==> src/rtl/uart8_rx_controller_if.sv <==
// Byte stream from the receive FIFO to its consumer (valid/ready handshake).
interface uart8_rx_controller_if;
  logic       m_valid;
  logic       m_ready;
  logic [7:0] m_data;

  modport master (output m_valid, output m_data, input m_ready);
  modport slave  (input m_valid, input m_data, output m_ready);
endinterface

==> src/rtl/uart8_rx_controller.sv <==
// Control wrapper for an 8-bit UART receiver: enable sequencing, error recovery,
// byte FIFO towards the consumer and error/overrun statistics.
module uart8_rx_controller #(
  parameter int unsigned DEPTH     = 4,
  parameter int unsigned ERR_LIMIT = 4
) (
  input  logic                         clk,
  input  logic                         rst_n,
  input  logic                         enable,
  output logic                         rx_en,
  input  logic                         rx_busy,
  input  logic                         rx_done,
  input  logic                         rx_err,
  input  logic [7:0]                   rx_data,
  uart8_rx_controller_if.master        m,
  output logic [4:0]                   level,
  output logic                         overrun,
  output logic [7:0]                   err_count,
  input  logic                         clear_stats,
  output logic                         recovering
);

  localparam int unsigned PTR_W = (DEPTH > 1) ? $clog2(DEPTH) : 1;
  localparam logic [4:0]  FULL  = 5'(DEPTH);

  typedef enum logic [1:0] {OFF, ACTIVE, DRAIN, RECOVER} state_t;

  state_t             state_q, state_d;
  logic               done_q, err_q;
  logic [3:0]         rec_cnt;
  logic [3:0]         consec;
  logic [PTR_W-1:0]   wr_ptr, rd_ptr;
  logic [7:0]         mem [DEPTH];

  logic done_rise, err_rise, accept, done_acc, err_acc, limit_hit;
  logic pop, push_ok, overrun_ev;

  assign done_rise = rx_done & ~done_q;
  assign err_rise  = rx_err & ~err_q;
  assign accept    = (state_q == ACTIVE) || (state_q == DRAIN);
  assign done_acc  = done_rise & accept;
  assign err_acc   = err_rise & accept;
  // A frame flagged both done and error counts as good for the streak
  assign limit_hit = err_acc && !done_acc && ((5'(consec) + 5'd1) == 5'(ERR_LIMIT));

  assign rx_en      = accept;
  assign recovering = (state_q == RECOVER);

  assign m.m_valid = (level != 5'd0);
  assign m.m_data  = mem[rd_ptr];

  assign pop        = m.m_valid & m.m_ready;
  assign push_ok    = done_acc & ((level != FULL) | pop);
  assign overrun_ev = done_acc & (level == FULL) & ~pop;

  always_comb begin
    state_d = state_q;
    case (state_q)
      OFF:     if (enable) state_d = ACTIVE;
      ACTIVE: begin
        if (limit_hit)    state_d = RECOVER;
        else if (!enable) state_d = rx_busy ? DRAIN : OFF;
      end
      DRAIN:   if (done_rise || err_rise || !rx_busy) state_d = OFF;
      RECOVER: if (rec_cnt == 4'd15) state_d = enable ? ACTIVE : OFF;
      default: state_d = OFF;
    endcase
  end

  always_ff @(posedge clk or negedge rst_n) begin
    if (!rst_n) begin
      state_q <= OFF;
      done_q  <= 1'b0;
      err_q   <= 1'b0;
      rec_cnt <= '0;
      consec  <= '0;
    end else begin
      state_q <= state_d;
      done_q  <= rx_done;
      err_q   <= rx_err;
      rec_cnt <= (state_q == RECOVER) ? rec_cnt + 4'd1 : '0;
      if ((state_q == RECOVER) || (state_d == OFF && state_q != OFF))
        consec <= '0;
      else if (done_acc)
        consec <= '0;
      else if (err_acc && consec != 4'hF)
        consec <= consec + 4'd1;
    end
  end

  always_ff @(posedge clk or negedge rst_n) begin
    if (!rst_n) begin
      wr_ptr <= '0;
      rd_ptr <= '0;
      level  <= '0;
      for (int unsigned i = 0; i < DEPTH; i++) mem[i] <= '0;
    end else begin
      if (push_ok) begin
        mem[wr_ptr] <= rx_data;
        wr_ptr      <= wr_ptr + PTR_W'(1);
      end
      if (pop) rd_ptr <= rd_ptr + PTR_W'(1);
      case ({push_ok, pop})
        2'b10:   level <= level + 5'd1;
        2'b01:   level <= level - 5'd1;
        default: level <= level;
      endcase
    end
  end

  // Events in the same cycle as clear_stats take precedence over the clear
  always_ff @(posedge clk or negedge rst_n) begin
    if (!rst_n) begin
      overrun   <= 1'b0;
      err_count <= '0;
    end else begin
      if (overrun_ev)       overrun <= 1'b1;
      else if (clear_stats) overrun <= 1'b0;
      if (err_acc)
        err_count <= clear_stats ? 8'd1 :
                     (err_count == 8'hFF) ? 8'hFF : err_count + 8'd1;
      else if (clear_stats)
        err_count <= '0;
    end
  end

endmodule

==> src/flat_wrapper.sv <==
// flat-port wrapper written by rule: the top's interface ports become plain ports
module uart8_rx_controller_flat 
#(
  parameter int unsigned DEPTH     = 4,
  parameter int unsigned ERR_LIMIT = 4
)
  (clk, rst_n, enable, rx_en, rx_busy, rx_done, rx_err, rx_data, level, overrun, err_count, clear_stats, recovering, m_m_valid, m_m_data, m_m_ready);
  uart8_rx_controller_if m_i ();
  input  logic clk;
  input  logic rst_n;
  input  logic enable;
  output logic rx_en;
  input  logic rx_busy;
  input  logic rx_done;
  input  logic rx_err;
  input  logic [7:0] rx_data;
  output logic [4:0] level;
  output logic overrun;
  output logic [7:0] err_count;
  input  logic clear_stats;
  output logic recovering;
  output wire logic [$bits(m_i.m_valid)-1:0] m_m_valid;
  output wire logic [$bits(m_i.m_data)-1:0] m_m_data;
  input wire logic [$bits(m_i.m_ready)-1:0] m_m_ready;
  assign m_m_valid = m_i.m_valid;
  assign m_m_data = m_i.m_data;
  assign m_i.m_ready = m_m_ready;
  uart8_rx_controller #(.DEPTH(DEPTH), .ERR_LIMIT(ERR_LIMIT)) u_core (.clk(clk), .rst_n(rst_n), .enable(enable), .rx_en(rx_en), .rx_busy(rx_busy), .rx_done(rx_done), .rx_err(rx_err), .rx_data(rx_data), .m(m_i), .level(level), .overrun(overrun), .err_count(err_count), .clear_stats(clear_stats), .recovering(recovering));
endmodule
==> config.mk <==
export PLATFORM = sky130hd
export DESIGN_NAME = uart8_rx_controller_flat
export DESIGN_NICKNAME = d
export VERILOG_FILES = /design/src/rtl/uart8_rx_controller_if.sv /design/src/rtl/uart8_rx_controller.sv /design/src/flat_wrapper.sv
export SDC_FILE = /design/constraint.sdc
export NUM_CORES = 1
export LEC_CHECK = 0
export CAP_MARGIN = 30
export CORE_ASPECT_RATIO = 0.75
export CORE_MARGIN = 2
export CORE_UTILIZATION = 55
export DETAILED_ROUTE_END_ITERATION = 12
export PLACE_DENSITY = 0.85
export SETUP_SLACK_MARGIN = 0.1
export SYNTH_ARGS = -nofsm -noshare
export SYNTH_HDL_FRONTEND = slang
export SYNTH_SLANG_ARGS = --single-unit
==> constraint.sdc <==
create_clock -name clk -period 3.4 [get_ports clk]
set_clock_uncertainty 0.1 [all_clocks]
set_input_delay 1.02 -clock clk [delete_from_list [all_inputs] [get_ports clk]]
set_output_delay 1.02 -clock clk [all_outputs]
set_load 0.1 [all_outputs]
pdn.png
The bar under the picture is 20 um long. Pins as bars on the die edge.
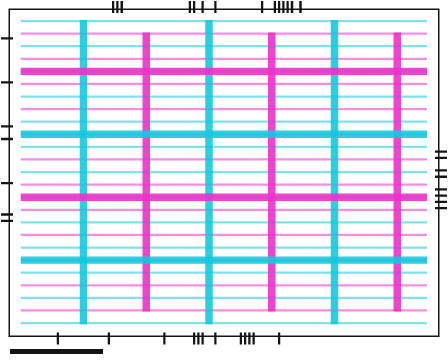
magenta -> VDD
cyan -> VSS
met5 straps = 4
signal pins = 41
rows = 24
met1 rails = 25
met4 straps = 6

cell_classes.png
The bar under the picture is 20 um long.
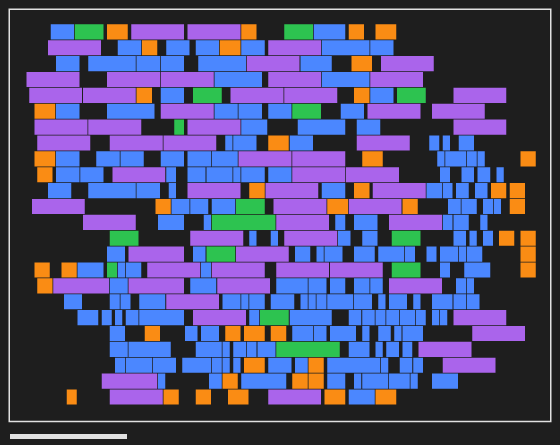
green -> clock drivers and dummy loads  # cells 15
purple -> flops  # cells 62
orange -> other buffers and delay cells  # cells 45
blue -> all other logic  # cells 190
final design utilization: 68.4%
core area: 5740 sq um
fraction of area in registers: 39.7%
Std-Cell Rows: 24
fin area: 3920 sq um

clock_map.png
The bar under the picture is 20 um long.
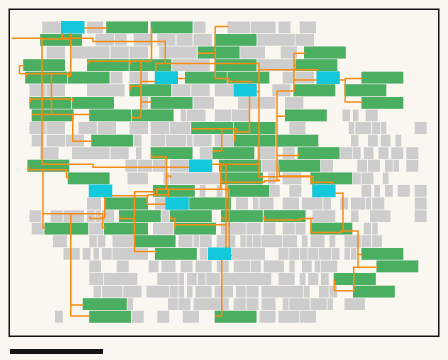
cyan -> cells driving clock nets  # count 9
orange -> clock wires  # length 792 um
green -> flip-flops  # count 62
routed clock nets = 10
Skew-Pair Late Insertion Delay: 0.34 ns

metal_stack.png
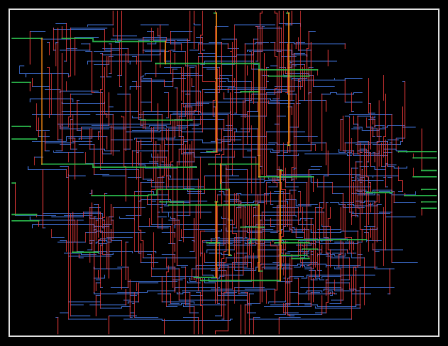
red -> met2  # wire length 3490 um
orange -> met4  # wire length 186 um
green -> met3  # wire length 356 um
blue -> met1  # wire length 2870 um

final_congestion.png
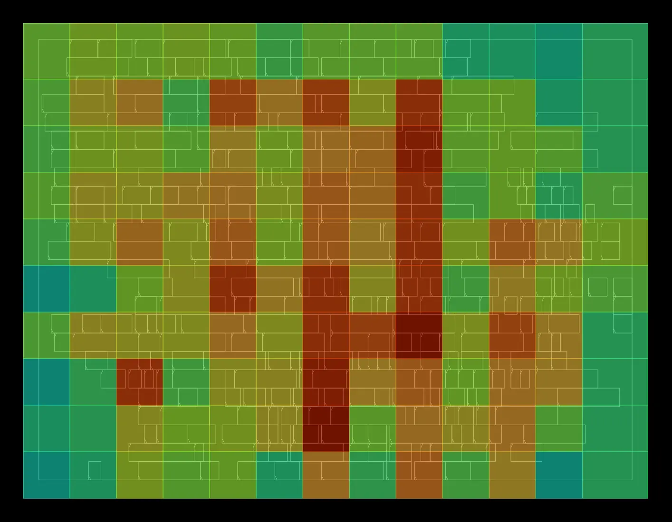
post-DR wirelength/cell: 17.7 um
GR Util met1: 29.2%
global-route met2 utilization: 40.0%

==> results.toml <==
# synthesis and place-and-route metrics
[clock_network]
cts_tree = "built"
postCtsResizedCells = 0
cts_buffer_depth = 2
path_clk_slew_ns = 0.07
postCtsHoldBufs = 0
clock_sinks = 62

[routing]
dr_total_vias = 2276
route.detailed.drc = 0
postRouteAntennaNets = 0
wirelength_um = 6910
dr.pass1.iters = 4

[hold_path]
hold_depth = 1
holdPathEnd = "u_core.rec_cnt[0]"
hp-start = "u_core.rec_cnt[0]"

[layout]
fin_nets = 341
drive_gt1_share_pct = 33.0
final_cell_mix = "dfrtp_1, mux2_2, buf_4, ha_1, clkdlybuf4s50_1"
largest_register_ff_count = 32
syn_to_final_growth_pct = 21.3
final_common_cell = "dfrtp_1"
fin_cells = 390
reg.largest.list = "u_core.mem x32, u_core.err_count x8, u_core.level x5"

[critical_path]
crit_type = "in2reg"
crit_end = "u_core.level[4]"
crit_path_start = "rx_done"
crit_arrival_ns = 3.22
r2r_setup_slack_ns = 0.57
critPathSlowestCell = "clkdlybuf4s50_1"
critPathLaunchType = "input pin"
worst_path_largest_cell_delay_ns = 0.51
critPathMaxFanout = 3
cp.required_ns = 3.57
r2r-end = "u_core.level[4]"
ff2ff_path_depth = 11

[job]
maxCapViolations = 0
warning_count = 33

[run_status]
outcome = "finished clean"

[timing]
post-route-min-period_ns = 3.06
hold_viol_final = 0
finalCritPeriodShare_pct = 89.9
rsz0062_at_grt = "no"
tns_ns = 0
drv_slew = 0
maxSlewHeadroom_pct = 54.7
worst_pin_slew_ns = 0.680
max_freq_ghz = 0.327
setup_viol = 0

[logic_synthesis]
ys_seq_share_pct = 48.0
adder_share_pct = 6.81
simple_gate_area_share_pct = 12.9
fp_nets = 291
mux_share_pct = 18.9
synth-main-ff-cell = "dfrtp_1"
edf_count = 0
synth_cell_types = 50
ys_top_logic_family = "multiplexers"
xor_area_share_pct = 2.98
ys_warn_count = 0
yosys-stat-cells = 258

[grt]
grt_pass1_wl_um = 11800
grt_usage_pct = 23.9
grt_start_max_net_pins = 30
grt_pass1_vias = 2367
antenna_found_initial = 0
grt.busiest_layer = "met2"
use_met3_pct = 7.66

[die]
fp_util_pct = 56.3
die_x_um = 92.5
die_y_um = 70.4
io_pins = 41

[placed_design]
placedCellCount = 375
place.gp.congestion = 0.870
hpwl_um = 4670
[metal layers]
metal / wire, um / up-vias
met5: 0 / -
met4: 186 / 0
met3: 355 / 22
met2: 3490 / 60
met1: 2870 / 1153
li1: - / 1041
[Yosys cell counts, drive strengths merged, types with 7 or more instances]
library cell	number	area, sq um
xnor2	7	61.3
nor3	7	35.0
mux2	33	379
inv	10	37.5
nand2	17	93.8
nand3	9	45.0
ha	16	200
dfrtp	62	1550
mux4	8	180
nor2	12	45.0
a31oi	7	58.8
[final cells by class]
| cell class | count | area [sq um] |
|---|---|---|
| clock buffer | 11 | 151 |
| sequential | 62 | 1560 |
| timing repair buffer | 45 | 370 |
| clock inverter | 4 | 70.1 |
| tap | 78 | 97.6 |
| multi-input combinational | 180 | 1640 |
| inverter | 10 | 37.5 |
| fill | 412 | 1810 |
[critical path, delay by kind of cell]
kind | cells | cell delay, ns
AOI/OAI and AO/OA | 3 | 0.50
muxes | 1 | 0.23
adders and majority gates | 2 | 0.65
buffers and inverters | 2 | 0.57
xor gates and xnor gates | 1 | 0.13
and+or+nand+nor | 1 | 0.12
[through the flow]
stage               setup WS, ns  hold slack [ns]
finish                     0.343            0.371
global route               0.216            0.387
CTS                        0.308            0.370
detailed placement       0.00565            0.348
global placement          0.0316            0.341
floorplan                  0.233            0.325
